--- src/rtl/mul_share_sched.sv ---
// Round-robin front end that time-shares one fixed-latency multiplier among NUM_REQ requesters.
// Requester IDs ride a tag pipeline alongside the multiplier so each product is routed back.
module mul_share_sched #(
    parameter int NUM_REQ = 4,
    parameter int WIDTH   = 8,
    parameter int LATENCY = 3
) (
    input  logic                           clock,
    input  logic                           reset,
    input  logic [NUM_REQ-1:0]             req_valid,
    output logic [NUM_REQ-1:0]             req_ready,
    input  logic [NUM_REQ*WIDTH-1:0]       req_a,
    input  logic [NUM_REQ*WIDTH-1:0]       req_b,
    output logic [WIDTH-1:0]               mul_I0,
    output logic [WIDTH-1:0]               mul_I1,
    input  logic [WIDTH-1:0]               mul_O,
    output logic [NUM_REQ-1:0]             rsp_valid,
    output logic [WIDTH-1:0]               rsp_data,
    output logic [$clog2(LATENCY+2)-1:0]   inflight
);

    localparam int IDW = $clog2(NUM_REQ);
    localparam int CW  = $clog2(LATENCY+2);
    localparam logic [IDW:0]   NUM_REQ_W = (IDW+1)'(NUM_REQ);
    localparam logic [IDW-1:0] LAST_ID   = IDW'(NUM_REQ-1);

    logic [IDW-1:0] rr;
    logic [IDW:0]   scan;
    logic           grant_found;
    logic [IDW-1:0] grant_id;
    logic           transfer;

    logic [WIDTH-1:0] a_arr [NUM_REQ];
    logic [WIDTH-1:0] b_arr [NUM_REQ];

    logic           tag_valid [LATENCY];
    logic [IDW-1:0] tag_id    [LATENCY];

    for (genvar i = 0; i < NUM_REQ; i++) begin : g_unpack
        assign a_arr[i] = req_a[i*WIDTH +: WIDTH];
        assign b_arr[i] = req_b[i*WIDTH +: WIDTH];
    end

    // Handshake: requester i transfers in a cycle where req_valid[i] && req_ready[i];
    // req_ready is a function of req_valid and rr only, and is forced low during reset.
    always_comb begin
        grant_found = 1'b0;
        grant_id    = '0;
        scan        = '0;
        for (int k = 0; k < NUM_REQ; k++) begin
            scan = {1'b0, rr} + (IDW+1)'(k);
            if (scan >= NUM_REQ_W) scan = scan - NUM_REQ_W;
            if (!grant_found && req_valid[scan[IDW-1:0]]) begin
                grant_found = 1'b1;
                grant_id    = scan[IDW-1:0];
            end
        end
    end

    assign transfer = grant_found && !reset;

    // Idle cycles feed zeros; those products carry no valid tag and are dropped.
    always_comb begin
        req_ready = '0;
        mul_I0    = '0;
        mul_I1    = '0;
        if (transfer) begin
            req_ready[grant_id] = 1'b1;
            mul_I0              = a_arr[grant_id];
            mul_I1              = b_arr[grant_id];
        end
    end

    always_ff @(posedge clock) begin
        if (reset) begin
            rr        <= '0;
            rsp_valid <= '0;
            rsp_data  <= '0;
            inflight  <= '0;
            for (int k = 0; k < LATENCY; k++) begin
                tag_valid[k] <= 1'b0;
                tag_id[k]    <= '0;
            end
        end else begin
            tag_valid[0] <= transfer;
            tag_id[0]    <= grant_id;
            for (int k = 1; k < LATENCY; k++) begin
                tag_valid[k] <= tag_valid[k-1];
                tag_id[k]    <= tag_id[k-1];
            end

            if (tag_valid[LATENCY-1]) begin
                rsp_valid <= NUM_REQ'(1) << tag_id[LATENCY-1];
                rsp_data  <= mul_O;
            end else begin
                rsp_valid <= '0;
            end

            if (transfer) rr <= (grant_id == LAST_ID) ? '0 : grant_id + IDW'(1);

            // Count issued operations until their response strobe has been shown.
            case ({transfer, |rsp_valid})
                2'b10:   inflight <= inflight + CW'(1);
                2'b01:   inflight <= inflight - CW'(1);
                default: inflight <= inflight;
            endcase
        end
    end

endmodule

--- config.mk ---
export PLATFORM = sky130hd
export DESIGN_NAME = mul_share_sched
export DESIGN_NICKNAME = d
export VERILOG_FILES = /design/src/rtl/mul_share_sched.sv
export SDC_FILE = /design/constraint.sdc
export NUM_CORES = 1
export LEC_CHECK = 0
export CAP_MARGIN = 30
export CORE_MARGIN = 4
export CORE_UTILIZATION = 35
export CTS_CLUSTER_SIZE = 20
export DETAILED_ROUTE_END_ITERATION = 12
export GPL_TIMING_DRIVEN = 0
export PLACE_DENSITY = 0.78
export SLEW_MARGIN = 20
export SYNTH_ARGS = -nofsm -noshare
export SYNTH_HDL_FRONTEND = slang
export SYNTH_SLANG_ARGS = --single-unit
--- constraint.sdc ---
create_clock -name clock -period 2.2 [get_ports clock]
set_input_delay 0.44 -clock clock [delete_from_list [all_inputs] [get_ports clock]]
set_output_delay 0.44 -clock clock [all_outputs]
set_load 0.05 [all_outputs]
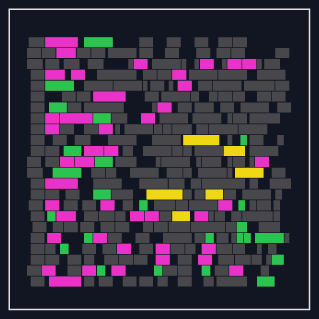
**Above:** logic cells by family.
Scale: 4 px per um.
color	family	cells
green	inverting AOI/OAI gates	24
yellow	adder and majority cells	6
magenta	multiplexers	42
Post-Layout Cell Count: 335
Commonest Layout Cell: clkdlybuf4s50_1

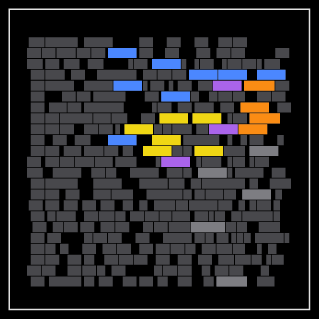
**Above:** register map, names as in the netlist.
Scale: 4 px per um. Other sequential cells in the stronger gray, the rest of the logic in the fainter gray.
color	signal	placed flops
purple	`tag_valid`	3
yellow	`tag_id`	6
blue	`rsp_data`	8
orange	`rsp_valid`	4
not colored	5
Power Sequential: 523 uW
sequential share of cell area: 16.26%

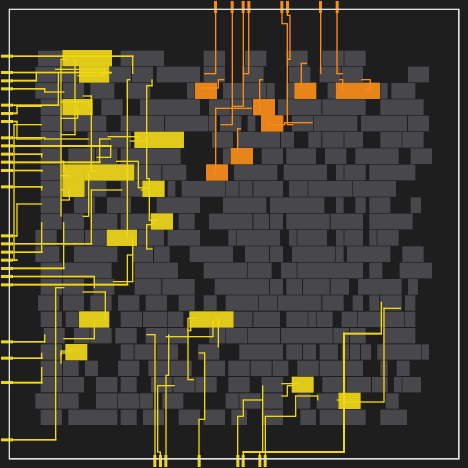
**Above:** I/O nets highlighted.
Scale: 6 px per um.
color	port	bits	direction	edge	end cells	buffers	wire
orange	`mul_O`	8	input	top	8	8	165 um
yellow	`req_a`	32	input	24 left, 8 bottom	16	32	774 um
# IOs: 113
number of buffers added on ports: 112

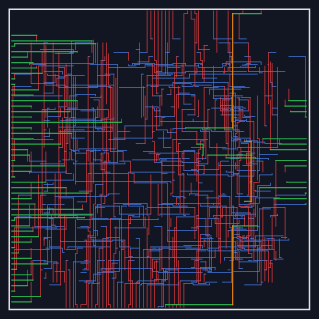
**Above:** routed metal, one color a layer.
Scale: 4 px per um.
color	layer	wire length
blue	met1	1910 um
red	met2	2960 um
green	met3	553 um
orange	met4	63.2 um
Total GRT Usage: 19.50%
vias after detailed routing: 1664
DRT Wirelength: 5.482 mm
WL/cell: 16.36 um

[worst max path at each step]
| stage | endpoint | depth (start not counted) | from | slack [ns] |
|---|---|---|---|---|
| 6_report | mul_I1[0] | 8 | rr[1]$_SDFFE_PP0P_ | -0.16 |
| 5_1_grt | mul_I1[0] | 8 | rr[1]$_SDFFE_PP0P_ | -0.23 |
| 4_1_cts | mul_I0[0] | 9 | rr[1]$_SDFFE_PP0P_ | -0.17 |
| 3_5_place_dp | mul_I0[4] | 8 | req_valid[1] | -1.26 |
| 3_3_place_gp | mul_I0[4] | 8 | req_valid[1] | -1.25 |
| 2_1_floorplan | mul_I1[4] | 6 | req_valid[2] | -0.27 |
[per-stage QoR]
| stage | instances | utilization, % | instance area [sq um] | hold slack (ns) | setup TNS (ns) |
|---|---|---|---|---|---|
| 5_1_grt | 335 | 78.35 | 3247 | 0.4575 | -3.801 |
| 3_5_place_dp | 315 | 67.24 | 2786 | 0.4237 | -24.14 |
| 3_3_place_gp | 315 | 67.24 | 2786 | 0.4165 | -23.72 |
| 4_1_cts | 336 | 78.17 | 3239 | 0.4391 | -1.984 |
| 2_1_floorplan | 153 | - | 1603 | 0.4138 | -2.337 |
| 6_report | 335 | 78.35 | 3247 | 0.4454 | -2.151 |
[power by group through the flow]
stage          Clock [uW]  Combinational (uW)  Sequential, uW
2_1_floorplan           0                 622             572
3_3_place_gp            0                1010             534
3_5_place_dp            0                1010             537
4_1_cts               393                1310             522
5_1_grt               415                1370             528
6_report              395                1300             523
[routing by layer]
layer,up-vias,GRT usage [%]
met2,78,37.66
met4,0,4.348
met3,6,6.809
met1,761,20.03
met5,-,0
li1,819,-
==> impl_metrics.py <==
# Physical implementation metrics
metrics = {
    "worst_setup_path": {
        "timing.reg2reg.setup_slack_ns": 0.05,
        "worstPathMaxFanout": 10,
        "path_buffers": 3,
        "critPathArrivalTime_ns": 1.92,
        "crit_family": "AND-OR/OR-AND gates",
    },
    "layout": {
        "seq_cell_count": 26,
        "logic_area_sq_um": 1141,
        "buf_share_pct": 43.35,
        "largest_register_ff_count": 8,
    },
    "synthesis": {
        "logic_family": "multiplexers",
        "synth_cell_types": 32,
        "ys.flops": 26,
        "yosys_warnings": 0,
        "async_flop_share_pct": 0,
    },
    "power": {
        "combinationalPowerShare_pct": 58.7,
        "p_int_uw": 1391,
        "p_seq_share_pct": 23.5,
        "netSwitchingFraction_pct": 37.42,
        "p_leak_uw": 0.001293,
    },
    "clock_tree": {
        "cts-hold-fix-buffers": 0,
        "cts-root-buf": "clkbuf_8",
        "clk_pin_slew_ns": 0.09,
    },
    "placement": {
        "dpl.hpwl_mm": 3.958,
        "pre_cts_ws_ns": -1.256,
    },
    "status": {
        "status": "complete, but fails checks",
        "violations": "setup timing",
    },
    "global_routing": {
        "grt_max_degree": 16,
    },
    "die": {
        "die-area_sq_um": 5578,
    },
    "route": {
        "drc": 0,
        "wl_met3_um": 552,
    },
    "sta": {
        "worst_slack_ns": -0.1566,
        "setup_violations": 20,
    },
}
Power is estimated from default activity; no workload was simulated.
